## src/rtl/ps2_device.sv

```systemverilog
// PS/2 device-side endpoint: drives the PS/2 clock, sends bytes to the host and
// receives host command frames after a request-to-send, answering with the ack bit.
module ps2_device #(
    parameter int pClkFreq = 40000000,
    parameter int pHalf    = pClkFreq / 25000,
    parameter int pFilt    = 4
) (
    input  logic       clk_i,
    input  logic       rst_i,
    input  logic [7:0] tx_data_i,
    input  logic       tx_valid_i,
    output logic       tx_ready_o,
    output logic       tx_abort_o,
    output logic [7:0] rx_data_o,
    output logic       rx_valid_o,
    output logic       rx_perr_o,
    output logic       rx_ferr_o,
    output logic       busy_o,
    input  logic       kclk_i,
    output logic       kclk_en,
    input  logic       kdat_i,
    output logic       kdat_en
);
    localparam int FW = $clog2(pFilt + 1);
    localparam logic [15:0] HALF_END = 16'(pHalf - 1);
    localparam logic [15:0] HALF_MID = 16'(pHalf / 2);
    localparam logic [15:0] HALF_LEN = 16'(pHalf);

    typedef enum logic [2:0] {IDLE, TX_HI, TX_LO, RX_LO, RX_HI} state_t;
    state_t state_q, state_d;

    logic [1:0]    sclk_q, sdat_q;
    logic          fclk_q, fclk_d, fdat_q, fdat_d;
    logic [FW-1:0] fcclk_q, fcclk_d, fcdat_q, fcdat_d;
    logic [15:0]   timer_q, timer_d, idle_q, idle_d;
    logic [3:0]    bitcnt_q, bitcnt_d;
    logic [10:0]   txsh_q, txsh_d;
    logic [9:0]    rxsh_q, rxsh_d;
    logic          ack_q, ack_d;
    logic [7:0]    rx_data_q, rx_data_d;
    logic          perr_q, perr_d, rx_valid_q, rx_valid_d, ferr_q, ferr_d;
    logic          abort_q, abort_d, busy_q, busy_d, tx_ready_q, tx_ready_d;
    logic          kclk_en_q, kclk_en_d, kdat_en_q, kdat_en_d;
    logic          phase_end;

    assign phase_end = (timer_q == HALF_END);

    // State register: every register of the block, lines released on reset.
    always_ff @(posedge clk_i or posedge rst_i) begin
        if (rst_i) begin
            state_q    <= IDLE;
            sclk_q     <= 2'b11;
            sdat_q     <= 2'b11;
            fclk_q     <= 1'b1;
            fdat_q     <= 1'b1;
            fcclk_q    <= '0;
            fcdat_q    <= '0;
            timer_q    <= '0;
            idle_q     <= '0;
            bitcnt_q   <= '0;
            txsh_q     <= '0;
            rxsh_q     <= '0;
            ack_q      <= 1'b0;
            rx_data_q  <= '0;
            perr_q     <= 1'b0;
            rx_valid_q <= 1'b0;
            ferr_q     <= 1'b0;
            abort_q    <= 1'b0;
            busy_q     <= 1'b0;
            tx_ready_q <= 1'b0;
            kclk_en_q  <= 1'b0;
            kdat_en_q  <= 1'b0;
        end else begin
            state_q    <= state_d;
            sclk_q     <= {sclk_q[0], kclk_i};
            sdat_q     <= {sdat_q[0], kdat_i};
            fclk_q     <= fclk_d;
            fdat_q     <= fdat_d;
            fcclk_q    <= fcclk_d;
            fcdat_q    <= fcdat_d;
            timer_q    <= timer_d;
            idle_q     <= idle_d;
            bitcnt_q   <= bitcnt_d;
            txsh_q     <= txsh_d;
            rxsh_q     <= rxsh_d;
            ack_q      <= ack_d;
            rx_data_q  <= rx_data_d;
            perr_q     <= perr_d;
            rx_valid_q <= rx_valid_d;
            ferr_q     <= ferr_d;
            abort_q    <= abort_d;
            busy_q     <= busy_d;
            tx_ready_q <= tx_ready_d;
            kclk_en_q  <= kclk_en_d;
            kdat_en_q  <= kdat_en_d;
        end
    end

    // A filtered level flips only after pFilt consecutive samples that disagree with it.
    always_comb begin
        fclk_d  = fclk_q;
        fcclk_d = '0;
        fdat_d  = fdat_q;
        fcdat_d = '0;
        if (sclk_q[1] != fclk_q) begin
            fcclk_d = fcclk_q + 1'b1;
            if (fcclk_q == FW'(pFilt - 1)) begin
                fclk_d  = sclk_q[1];
                fcclk_d = '0;
            end
        end
        if (sdat_q[1] != fdat_q) begin
            fcdat_d = fcdat_q + 1'b1;
            if (fcdat_q == FW'(pFilt - 1)) begin
                fdat_d  = sdat_q[1];
                fcdat_d = '0;
            end
        end
    end

    // Next-state and datapath.
    always_comb begin
        state_d    = state_q;
        timer_d    = timer_q + 16'd1;
        idle_d     = '0;
        bitcnt_d   = bitcnt_q;
        txsh_d     = txsh_q;
        rxsh_d     = rxsh_q;
        ack_d      = ack_q;
        rx_data_d  = rx_data_q;
        perr_d     = perr_q;
        rx_valid_d = 1'b0;
        ferr_d     = 1'b0;
        abort_d    = 1'b0;
        case (state_q)
            IDLE: begin
                ack_d = 1'b0;
                if (fclk_q && fdat_q)
                    idle_d = (idle_q >= HALF_LEN) ? idle_q : idle_q + 16'd1;
                timer_d = (fclk_q && !fdat_q) ? timer_q + 16'd1 : '0;
                // Host request-to-send wins over a byte offered in the same cycle.
                if (fclk_q && !fdat_q && phase_end) begin
                    state_d  = RX_LO;
                    timer_d  = '0;
                    bitcnt_d = '0;
                end else if (tx_valid_i && tx_ready_q) begin
                    state_d  = TX_HI;
                    timer_d  = '0;
                    txsh_d   = {1'b1, ~^tx_data_i, tx_data_i, 1'b0};
                    bitcnt_d = 4'd11;
                end
            end
            TX_HI: begin
                if (phase_end) begin
                    timer_d = '0;
                    if (!fclk_q && bitcnt_q != 4'd1) begin
                        state_d = IDLE;
                        abort_d = 1'b1;
                    end else begin
                        state_d = TX_LO;
                    end
                end
            end
            TX_LO: begin
                if (phase_end) begin
                    timer_d  = '0;
                    txsh_d   = {1'b0, txsh_q[10:1]};
                    bitcnt_d = bitcnt_q - 4'd1;
                    state_d  = (bitcnt_q == 4'd1) ? IDLE : TX_HI;
                end
            end
            RX_LO: begin
                if (phase_end) begin
                    timer_d = '0;
                    state_d = RX_HI;
                end
            end
            RX_HI: begin
                if (!ack_q && timer_q == HALF_MID)
                    rxsh_d = {fdat_q, rxsh_q[9:1]};
                if (phase_end) begin
                    timer_d = '0;
                    if (!fclk_q) begin
                        state_d = IDLE;
                    end else if (ack_q) begin
                        state_d    = IDLE;
                        rx_data_d  = rxsh_q[7:0];
                        perr_d     = ~^rxsh_q[8:0];
                        rx_valid_d = 1'b1;
                    end else if (bitcnt_q == 4'd9) begin
                        if (rxsh_q[9]) begin
                            ack_d   = 1'b1;
                            state_d = RX_LO;
                        end else begin
                            ferr_d  = 1'b1;
                            state_d = IDLE;
                        end
                    end else begin
                        bitcnt_d = bitcnt_q + 4'd1;
                        state_d  = RX_LO;
                    end
                end
            end
            default: state_d = IDLE;
        endcase
    end

    // Outputs are decoded from the next state and registered, so the lines never glitch.
    // tx handshake: a byte transfers on a cycle where tx_valid_i and tx_ready_o are both
    // high; tx_ready_o is only high in IDLE after pHalf cycles of both lines idle.
    always_comb begin
        kclk_en_d  = (state_d == TX_LO) || (state_d == RX_LO);
        kdat_en_d  = 1'b0;
        if (state_d == TX_HI || state_d == TX_LO)
            kdat_en_d = ~txsh_d[0];
        else if (state_d == RX_LO || state_d == RX_HI)
            kdat_en_d = ack_d;
        busy_d     = (state_d != IDLE);
        tx_ready_d = (state_d == IDLE) && (idle_d >= HALF_LEN);
    end

    assign tx_ready_o = tx_ready_q;
    assign tx_abort_o = abort_q;
    assign rx_data_o  = rx_data_q;
    assign rx_valid_o = rx_valid_q;
    assign rx_perr_o  = perr_q;
    assign rx_ferr_o  = ferr_q;
    assign busy_o     = busy_q;
    assign kclk_en    = kclk_en_q;
    assign kdat_en    = kdat_en_q;
endmodule

```

## config.mk

```make
export PLATFORM = sky130hd
export DESIGN_NAME = ps2_device
export DESIGN_NICKNAME = d
export VERILOG_FILES = /design/src/rtl/ps2_device.sv
export SDC_FILE = /design/constraint.sdc
export NUM_CORES = 1
export LEC_CHECK = 0
export CORE_AREA = 5 5 137 139
export CTS_BUF_LIST = sky130_fd_sc_hd__clkbuf_8
export CTS_CLUSTER_DIAMETER = 30
export DETAILED_ROUTE_END_ITERATION = 8
export DIE_AREA = 0 0 142 144
export DONT_BUFFER_PORTS = 1
export SETUP_SLACK_MARGIN = 0.5
export SYNTH_ARGS = -nofsm -noshare
export SYNTH_HDL_FRONTEND = slang
export SYNTH_SLANG_ARGS = --single-unit
```

## constraint.sdc

```tcl
create_clock -name clk_i -period 4.95 [get_ports clk_i]
set_input_delay 0.7425 -clock clk_i [delete_from_list [all_inputs] [get_ports clk_i]]
set_output_delay 0.7425 -clock clk_i [all_outputs]
set_load 0.01 [all_outputs]
```

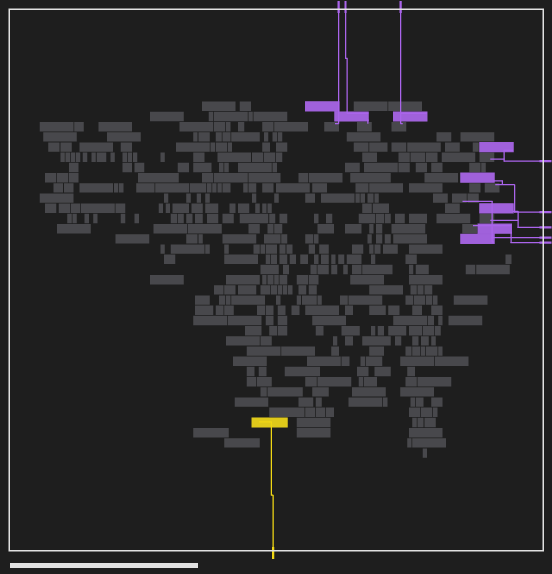
(I/O nets highlighted)
Scale bar: 50 um.
[yellow] `kdat_i` | bits: 1 | direction: input | edge: bottom | end cells: 1 | wire: 37.5 um
[purple] `rx_data_o` | bits: 8 | direction: output | edge: 5 right, 3 top | end cells: 8 | wire: 215 um
io pins: 29
I/O Buffers: 0

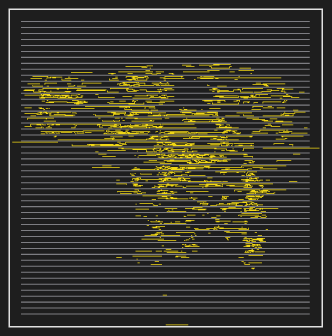
(M1 wires)
Supply wires on this layer in grey.
nets with wire on the layer: 383
wire length on this layer: 4010 um
longest straight run: 40.2 um
Detailed Route WL: 8.61 mm
M1 GR Usage: 0.119
via count: 2854

==> impl_metrics.csv <==
group,metric,value,unit
run_status,status,"finished, final reports clean",
placed_design,dpl.cell_count,611,
synth,mux_area_frac,0.0651,
worst_hold_path,worstHoldPathType,"in2async",
synth,ys_top_cells_by_area,"dfrtp_1 48%, mux2_2 5.5%, xnor2_1 4.1%",
sta,setup_ws,2.12,ns
synth,yosys.area.top_type,"dfrtp_1",
worst_setup_path,path_class,"reg2reg",
placed_design,place_ws,2.08,ns
power,peakVddDrop,0.122,mV
finish,area_delta_synth_final,10.9,%
power,pg_clk,565,uW
synth,edf_count,0,
cts,cts_sinks,89,
sta,hold_viol_final,0,
sta,hold_slack,0.347,ns
finish,flops,89,
finish,drive_gt1_frac,0.143,
finish,clockBufferCount,9,
finish,comb_cells,281,
cts,path_clk_slew,0.09,ns
drt,drc,0,
floorplanning,taps,229,
finish,flop_area,0.00223,mm^2
worst_setup_path,cpMostUsedCell,"and4_1",
worst_setup_path,cp.arrival,3.03,ns
synth,synthCells,393,
finish,nFillCells,1865,
worst_setup_path,rr_startpoint,"timer_q[0]",
synth,yosys_area,0.00429,mm^2
cts,hold_buffers,0,
power,p_leak,0.00208,uW
sta,tns,0,ns
[worst max path at each step]
stage / start / to / cells after the start / slack, ns
floorplan: rst_i / ack_q / 1 / 1.91
global placement: timer_q[0] / timer_q[14] / 6 / 2.21
detailed placement: timer_q[0] / timer_q[15] / 6 / 2.08
CTS: timer_q[0] / timer_q[6] / 6 / 2.08
global route: timer_q[0] / timer_q[6] / 6 / 1.78
finish: timer_q[0] / timer_q[6] / 6 / 2.12
[synth_stat cells (7+ instances only)]
library cell / instances
a21oi_1: 9
a22oi_1: 10
dfrtp_1: 83
ha_1: 9
inv_1: 11
mux2_2: 21
nand2_1: 38
nand3_1: 17
nand4_1: 7
nor2_1: 41
nor3_1: 10
xnor2_1: 20
xor2_1: 19
Power figures rest on the tool's default switching activity, not on a simulated workload.
